==> src/rtl/flag_reg_dec_pkg.sv <==
// Shared constants for the ONC-16 flag register and branch-condition decoder:
// widths, flag bit positions and condition-code encodings.
package flag_reg_dec_pkg;

  localparam int FR_FLAG_W = 4;
  localparam int FR_FUNC_W = 4;

  // Flag bit positions inside the {V,C,N,Z} status word
  localparam int FR_Z = 0;
  localparam int FR_N = 1;
  localparam int FR_C = 2;
  localparam int FR_V = 3;

  localparam logic [FR_FUNC_W-1:0] CC_EQ = 4'd0;
  localparam logic [FR_FUNC_W-1:0] CC_NE = 4'd1;
  localparam logic [FR_FUNC_W-1:0] CC_CS = 4'd2;
  localparam logic [FR_FUNC_W-1:0] CC_CC = 4'd3;
  localparam logic [FR_FUNC_W-1:0] CC_MI = 4'd4;
  localparam logic [FR_FUNC_W-1:0] CC_PL = 4'd5;
  localparam logic [FR_FUNC_W-1:0] CC_VS = 4'd6;
  localparam logic [FR_FUNC_W-1:0] CC_VC = 4'd7;
  localparam logic [FR_FUNC_W-1:0] CC_HI = 4'd8;
  localparam logic [FR_FUNC_W-1:0] CC_LS = 4'd9;
  localparam logic [FR_FUNC_W-1:0] CC_GE = 4'd10;
  localparam logic [FR_FUNC_W-1:0] CC_LT = 4'd11;
  localparam logic [FR_FUNC_W-1:0] CC_GT = 4'd12;
  localparam logic [FR_FUNC_W-1:0] CC_LE = 4'd13;
  localparam logic [FR_FUNC_W-1:0] CC_AL = 4'd14;
  localparam logic [FR_FUNC_W-1:0] CC_NV = 4'd15;

endpackage

==> src/rtl/flag_reg_dec_br_cond_dec.sv <==
// Combinational branch-condition decoder: evaluates a condition code
// against a {V,C,N,Z} flag word.
module br_cond_dec
  import flag_reg_dec_pkg::*;
(
  input  logic [FR_FUNC_W-1:0] func,
  input  logic [FR_FLAG_W-1:0] fr,
  output logic                 cond
);

  logic z, n, c, v;

  assign z = fr[FR_Z];
  assign n = fr[FR_N];
  assign c = fr[FR_C];
  assign v = fr[FR_V];

  always_comb begin
    cond = 1'b0;
    case (func)
      CC_EQ:   cond = z;
      CC_NE:   cond = ~z;
      CC_CS:   cond = c;
      CC_CC:   cond = ~c;
      CC_MI:   cond = n;
      CC_PL:   cond = ~n;
      CC_VS:   cond = v;
      CC_VC:   cond = ~v;
      CC_HI:   cond = c & ~z;
      CC_LS:   cond = ~c | z;
      CC_GE:   cond = ~(n ^ v);
      CC_LT:   cond = n ^ v;
      CC_GT:   cond = ~z & ~(n ^ v);
      CC_LE:   cond = z | (n ^ v);
      CC_AL:   cond = 1'b1;
      CC_NV:   cond = 1'b0;
      default: cond = 1'b0;
    endcase
  end

endmodule

==> src/rtl/flag_reg_dec.sv <==
// ONC-16 flag register plus branch decision: ALU flags are captured every
// cycle and the registered copy is decoded against func, gated by bre.
module flag_reg_dec
  import flag_reg_dec_pkg::*;
(
  input  logic                 clock,
  input  logic                 rst,
  input  logic [FR_FLAG_W-1:0] flags,
  input  logic [FR_FUNC_W-1:0] func,
  input  logic                 bre,
  output logic                 is_br
);

  logic [FR_FLAG_W-1:0] fr;
  logic                 cond;

  // Clear wins over the load on the same edge; no write enable by design
  always_ff @(posedge clock) begin
    if (rst) fr <= '0;
    else     fr <= flags;
  end

  br_cond_dec u_br_cond_dec (
    .func (func),
    .fr   (fr),
    .cond (cond)
  );

  // func and bre are unregistered so PC-select sees them in the same cycle
  assign is_br = bre & cond;

endmodule

==> config.mk <==
export PLATFORM = sky130hd
export DESIGN_NAME = flag_reg_dec
export DESIGN_NICKNAME = d
export VERILOG_FILES = /design/src/rtl/flag_reg_dec_pkg.sv /design/src/rtl/flag_reg_dec_br_cond_dec.sv /design/src/rtl/flag_reg_dec.sv
export SDC_FILE = /design/constraint.sdc
export NUM_CORES = 1
export LEC_CHECK = 0
export CAP_MARGIN = 20
export CORE_AREA = 2 2 39 41
export DETAILED_ROUTE_END_ITERATION = 8
export DIE_AREA = 0 0 41 43
export GPL_TIMING_DRIVEN = 0
export SLEW_MARGIN = 5
export SYNTH_ARGS = -nofsm -noshare
export SYNTH_HDL_FRONTEND = slang
export SYNTH_SLANG_ARGS = --single-unit
==> constraint.sdc <==
create_clock -name clock -period 1.3 [get_ports clock]
set_clock_uncertainty 0.05 [all_clocks]
set_input_delay 0.13 -clock clock [delete_from_list [all_inputs] [get_ports clock]]
set_output_delay 0.13 -clock clock [all_outputs]
set_load 0.05 [all_outputs]
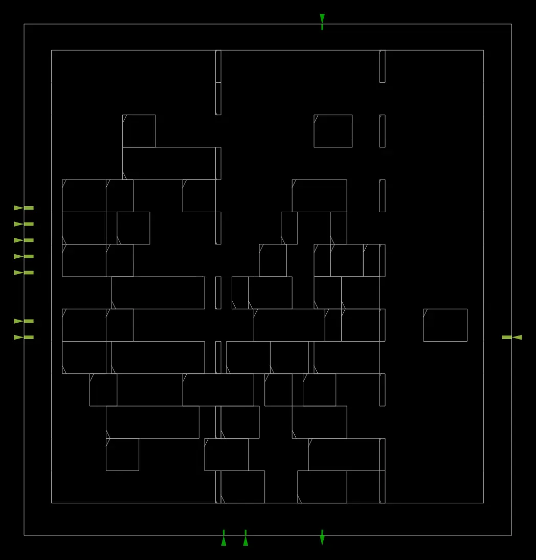
Fig. 1. Cell outlines without signal wires (run 1).
final cell count without fillers: 61
Flop Count: 4
Filler cells: 153

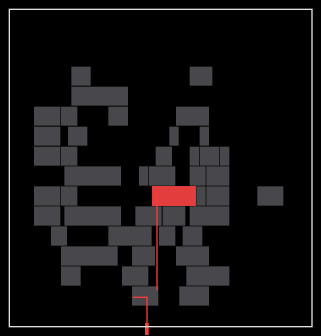
Fig. 2. Wires at chosen ports, followed through buffers (run 1).
[red] bre | bits: 1 | direction: input | end cells: 1 | buffers: 1 | wire: 18.8 um
I/O pin total: 12
number of port buffers: 10

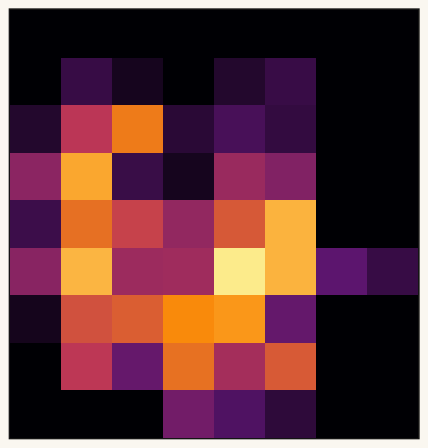
Fig. 3. Placement density heat map (run 1).
The die is cut into 8 by 9 equal tiles; black is low, pale yellow is high, 0 to 100% covered.
mean over tiles: 25%
nearly empty tiles: 39%
emptiest ninth of the die: north-east
Init Core Util: 19.4%
fin util: 33.3%
core area: 0.00138 mm^2

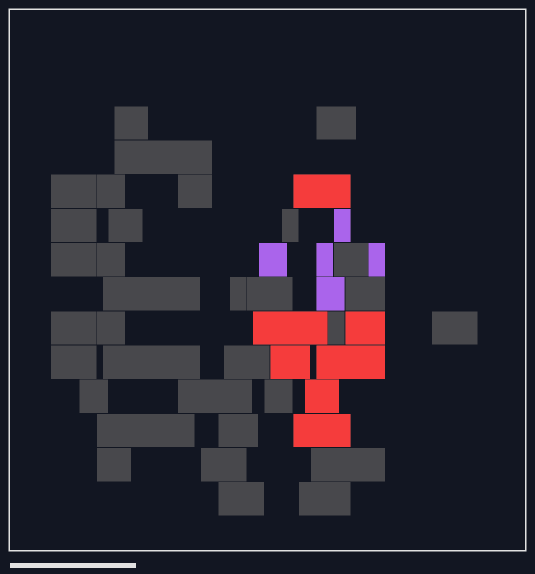
Fig. 4. Logic cells by family (run 1).
Bar = 10 um.
[red] inverting AOI/OAI gates | cells: 7
[purple] NAND gates | cells: 5

## run 1: critical path, cell delays in order, from the launching register on
cell and delay [ps]:
dfxtp_2 320, xor2_2 180, nand2_1 80, a21oi_2 60, a311oi_2 310, nor3_4 50, buf_6 160
## run 1: repair_timing
item	in CTS	in global routing
cloned	0	0
setup buffers	1	0
hold buffers	0	0
pin swaps	1	1
endpoints found under the setup margin	1	1
gates resized	13	2
## run 1: worst min path at each step
| stage | startpoint | to | slack, ps | cells after the start |
|---|---|---|---|---|
| floorplan | rst | fr[1] | 140 | 1 |
| CTS | flags[2] | fr[2] | 380 | 2 |
| finish | flags[2] | fr[2] | 390 | 2 |
| detailed placement | flags[3] | fr[3] | 630 | 2 |
| global placement | flags[3] | fr[3] | 630 | 2 |
| global route | flags[3] | fr[3] | 410 | 2 |
==> impl_metrics.json, run 1 <==
{
  "holdWs_ps": 394,
  "syn_inst": 31,
  "drt-met1-wl_um": 198,
  "top_register": "fr",
  "cts_max_level": 1,
  "worst_slack_ps": -291,
  "edf_count": 0,
  "root_buffer": "clkbuf_4",
  "syn_area_per_cell_um2": 8.68,
  "logic_area_um2": 214,
  "top_area_share_pct": 29.8,
  "cp-start-kind": "register",
  "status": "finished, violations left",
  "dominant_cells": "combinational gates",
  "yosys_cells": 31,
  "drt-initial-drc-count": 0,
  "areaGrowthSynthToFinish_pct": 71.2,
  "worstPathRequired_ps": 1120,
  "postSynthSeqShare_pct": 29.8,
  "largestRegisters": "fr x4",
  "setup_viol": 1,
  "diodes": 0,
  "async_flop_share_pct": 0,
  "maxClockFrequency_ghz": 0.628,
  "path_class": "reg2out",
  "grt_remaining_overflow": 0,
  "drv_cap": 0,
  "p_sw_uw": 108,
  "place_inst": 57,
  "largest_register_ffs": 4,
  "design_area_um2": 460,
  "most-common-layout-cells": "7 x clkdlybuf4s50_1, 4 x nor2b_1, 4 x dfxtp_2",
  "violations": "setup timing",
  "synth-xor-area-share_pct": 12.6,
  "swShare_pct": 26.6,
  "wl_met2_um": 328,
  "end_kind": "output port",
  "die_h_um": 43,
  "rsz0062_at_grt": "true",
  "place_congestion": 0.702,
  "logic_gates": 25,
  "drc": 0,
  "placed_area_um2": 410,
  "hold_violations": 0,
  "pre_cts_ws_ps": -1150,
  "mux_area_share_pct": 7.44,
  "p_per_area_mw_per_mm2": 878
}
Fig. 5: run 1, met3 routing
Bar = 10 um.
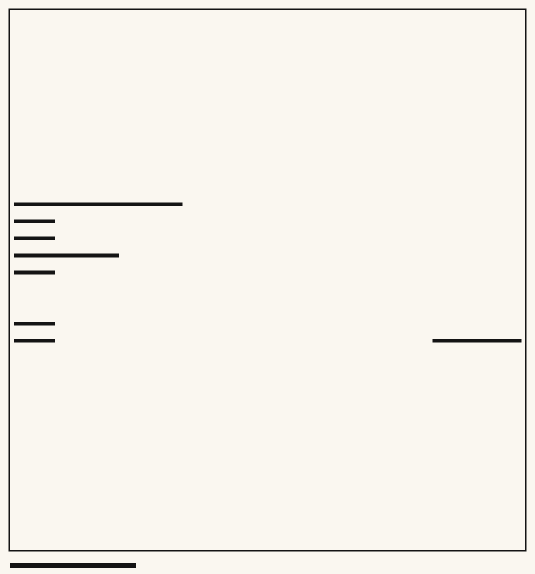

## Run 2: what changed since run 1
==> constraint.sdc (replaced) <==
create_clock -name clock -period 1.94 [get_ports clock]
set_clock_uncertainty 0.05 [all_clocks]
set_input_delay 0.194 -clock clock [delete_from_list [all_inputs] [get_ports clock]]
set_output_delay 0.194 -clock clock [all_outputs]
set_load 0.05 [all_outputs]
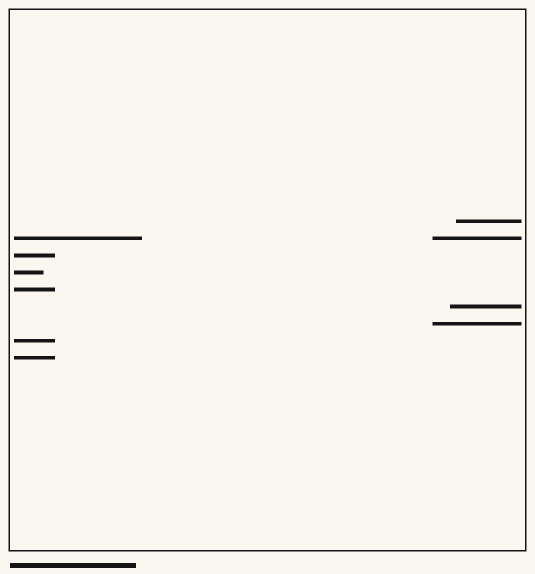
Fig. 6. Met3 routing (run 2).
Bar = 10 um.
wire length on this layer: 47.9 um
share of all routed wire: 10%
main direction: horizontal
longest straight run: 9.90 um
nets with wire on the layer: 10
DRT Wirelength: 467 um
total number of vias: 259
met3 GRT Util: 1.57%

==> impl_metrics.json, run 2 <==
{
  "diodes": 0,
  "drc": 0,
  "drt-met1-wl_um": 188,
  "hold_path_end": "fr[0]",
  "crit_path_cell_trace": "clkdlybuf4s50_1 > or2_1 > o221ai_1 > a311oi_1 > nor3_2 > buf_4",
  "largest_register_ffs": 4,
  "grt_remaining_overflow": 0,
  "fin_util_pct": 29.5,
  "p_sw_uw": 61.5,
  "cts_setup_buffers": 0,
  "slowest_stage": "clkdlybuf4s50_1",
  "syn_area_per_cell_um2": 8.68,
  "root_buffer": "clkbuf_4",
  "worstPathRequired_ps": 1700,
  "postSynthSeqShare_pct": 29.8,
  "core_region_area_mm2": 0.00138,
  "fill_cells": 155,
  "design_area_um2": 408,
  "synth-xor-area-share_pct": 12.6,
  "mux_area_share_pct": 7.44,
  "setup_viol": 0,
  "hold_depth": 2,
  "cp.buffers_inverters": 2,
  "cp-start-kind": "input port",
  "drv_cap": 0,
  "slowest_delay_ps": 490,
  "pre_cts_ws_ps": -588,
  "hold_start": "flags[0]",
  "syn_inst": 31,
  "rsz0062_at_grt": "false",
  "crit_family": "buffers and inverters",
  "path_class": "in2out",
  "io_buffers": 10,
  "hold_buffers": 0,
  "cts_resized": 6,
  "top_register": "fr",
  "holdWs_ps": 469,
  "status": "complete, no violations",
  "swShare_pct": 24.3,
  "wl_met2_um": 230
}
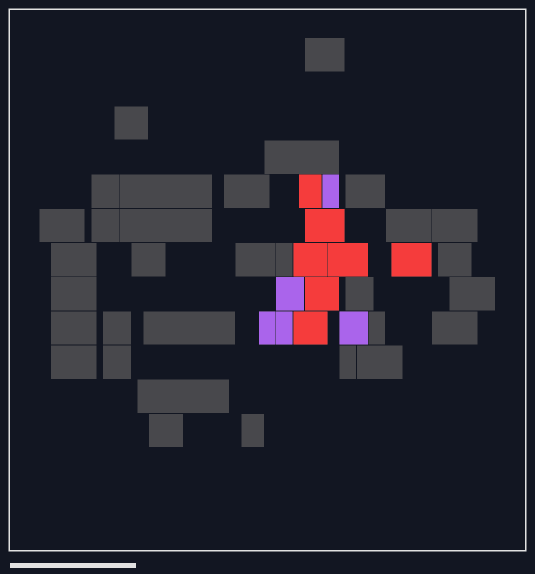
Fig. 7. Logic cells by family (run 2).
Bar = 10 um.
[purple] NAND gates | cells: 5 | where: center
[red] inverting AOI/OAI gates | cells: 7 | where: center
combinational share of cell area: 44.2%
final cell count without fillers: 60
most numerous logic cell after layout: clkdlybuf4s50_1

run 2: cell types whose count changed in the layout (fill, tap and decap cells not counted), moves of 2 or more:
cell / delta
dfxtp_1: +4
dfxtp_2: -4
a211oi_1: +2
a211oi_2: -2
run 2: cell type report:
cell class | count | area (um^2) | share of cell area, %
buffer | 1 | 5.00 | 1.23
clock buffer | 3 | 22.5 | 5.52
inverter | 1 | 3.75 | 0.920
multi-input combinational | 25 | 180 | 44.2
sequential | 4 | 80.1 | 19.6
tap | 16 | 20.0 | 4.91
timing repair buffer | 10 | 96.3 | 23.6
run 2: logic make-up after synthesis:
kind of cell / after synthesis
muxes: 2
DFF: 4
xor gates and xnor gates: 3
AOI/OAI and AO/OA: 7
buffers and inverters: 2
and+or+nand+nor: 13
Fig. 8: run 2, placement density heat map
The die is cut into 8 by 9 equal tiles; black is low, pale yellow is high, 0 to 100% covered.
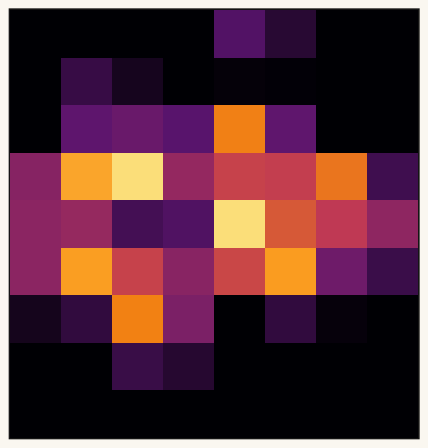

## Run 3: what changed since run 2
--- a/config.mk
+++ b/config.mk
@@ -10,6 +10,7 @@
 export DETAILED_ROUTE_END_ITERATION = 8
 export DIE_AREA = 0 0 41 43
 export GPL_TIMING_DRIVEN = 0
+export SETUP_SLACK_MARGIN = 0.2
 export SLEW_MARGIN = 5
 export SYNTH_ARGS = -nofsm -noshare
 export SYNTH_HDL_FRONTEND = slang
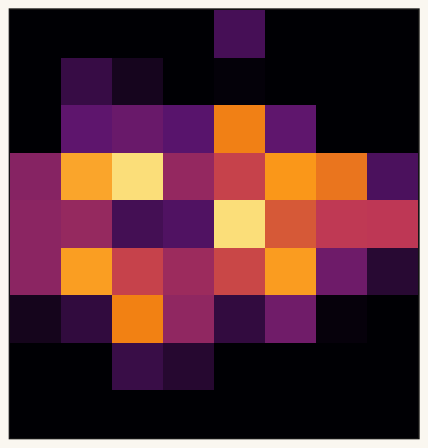
Fig. 9. Placement density heat map (run 3).
The die is cut into 8 by 9 equal tiles; black is low, pale yellow is high, 0 to 100% covered.
emptiest ninth of the die: north-east
mean over tiles: 23%
fullest tile: 93%
fin util: 30.6%

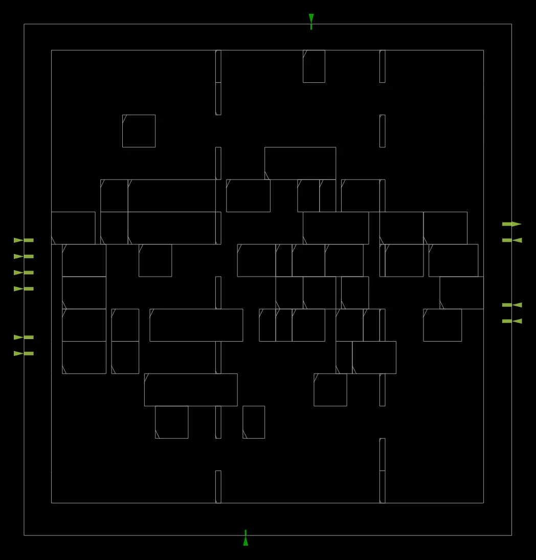
Fig. 10. Cell outlines without signal wires (run 3).
final cell count without fillers: 61
Tapcells: 16
row cnt: 14
flop share of the area: 19.5%

==> impl_metrics.json, run 3 <==
{
  "cts_resized": 9,
  "diodes": 0,
  "crit_path_cell_trace": "xor2_2 > o221ai_1 > a311oi_2 > nor3_2 > buf_6",
  "syn_inst": 31,
  "root_buffer": "clkbuf_4",
  "crit_family": "AND-OR/OR-AND gates",
  "seq_area_um2": 82.6,
  "path_class": "reg2out",
  "setup_viol": 0,
  "holdWs_ps": 462,
  "cts_setup_buffers": 0,
  "slowest_stage": "dfxtp_1",
  "pre_cts_ws_ps": -588,
  "p_sw_uw": 63.4,
  "status": "complete, no violations",
  "routed_wl_um": 479,
  "swShare_pct": 24.6,
  "drv_cap": 0,
  "lay_top_count": "clkdlybuf4s50_1",
  "rsz0062_at_grt": "false",
  "worstPathRequired_ps": 1700,
  "drt-initial-drc-count": 4,
  "largest_register_ffs": 4,
  "core_region_area_mm2": 0.00138,
  "met3_usage_pct": 1.57,
  "cp-start-kind": "register",
  "grt_remaining_overflow": 0,
  "fill_cells": 152,
  "drt-met1-wl_um": 195,
  "wl_met2_um": 238,
  "drc": 0,
  "slowest_delay_ps": 360,
  "dr_total_vias": 262,
  "synth.net_count": 42,
  "logic_area_um2": 186,
  "top_register": "fr"
}
run 3: path summary, 6_finish.rpt:
check	slack [ps]	cells after the start	start	to
worst max-delay path	290	5	fr[3]	is_br
worst min-delay path	460	2	flags[0]	fr[0]
run 3: cell type report:
type / count / share of cell area [%]
buffer: 1 / 1.18
inverter: 1 / 0.888
timing repair buffer: 11 / 24.3
multi-input combinational: 25 / 44.1
tap: 16 / 4.73
clock buffer: 3 / 5.33
sequential: 4 / 19.5
run 3: kinds of logic after synthesis:
kind of cell           count (synthesis)  synth area share [%]
AND-OR/OR-AND                          7                  20.0
flip-flops                             4                  29.8
buffers and inverters                  2                  3.25
multiplexers                           2                  7.44
XOR/XNOR                               3                  12.6
AND/OR/NAND/NOR                       13                  27.0
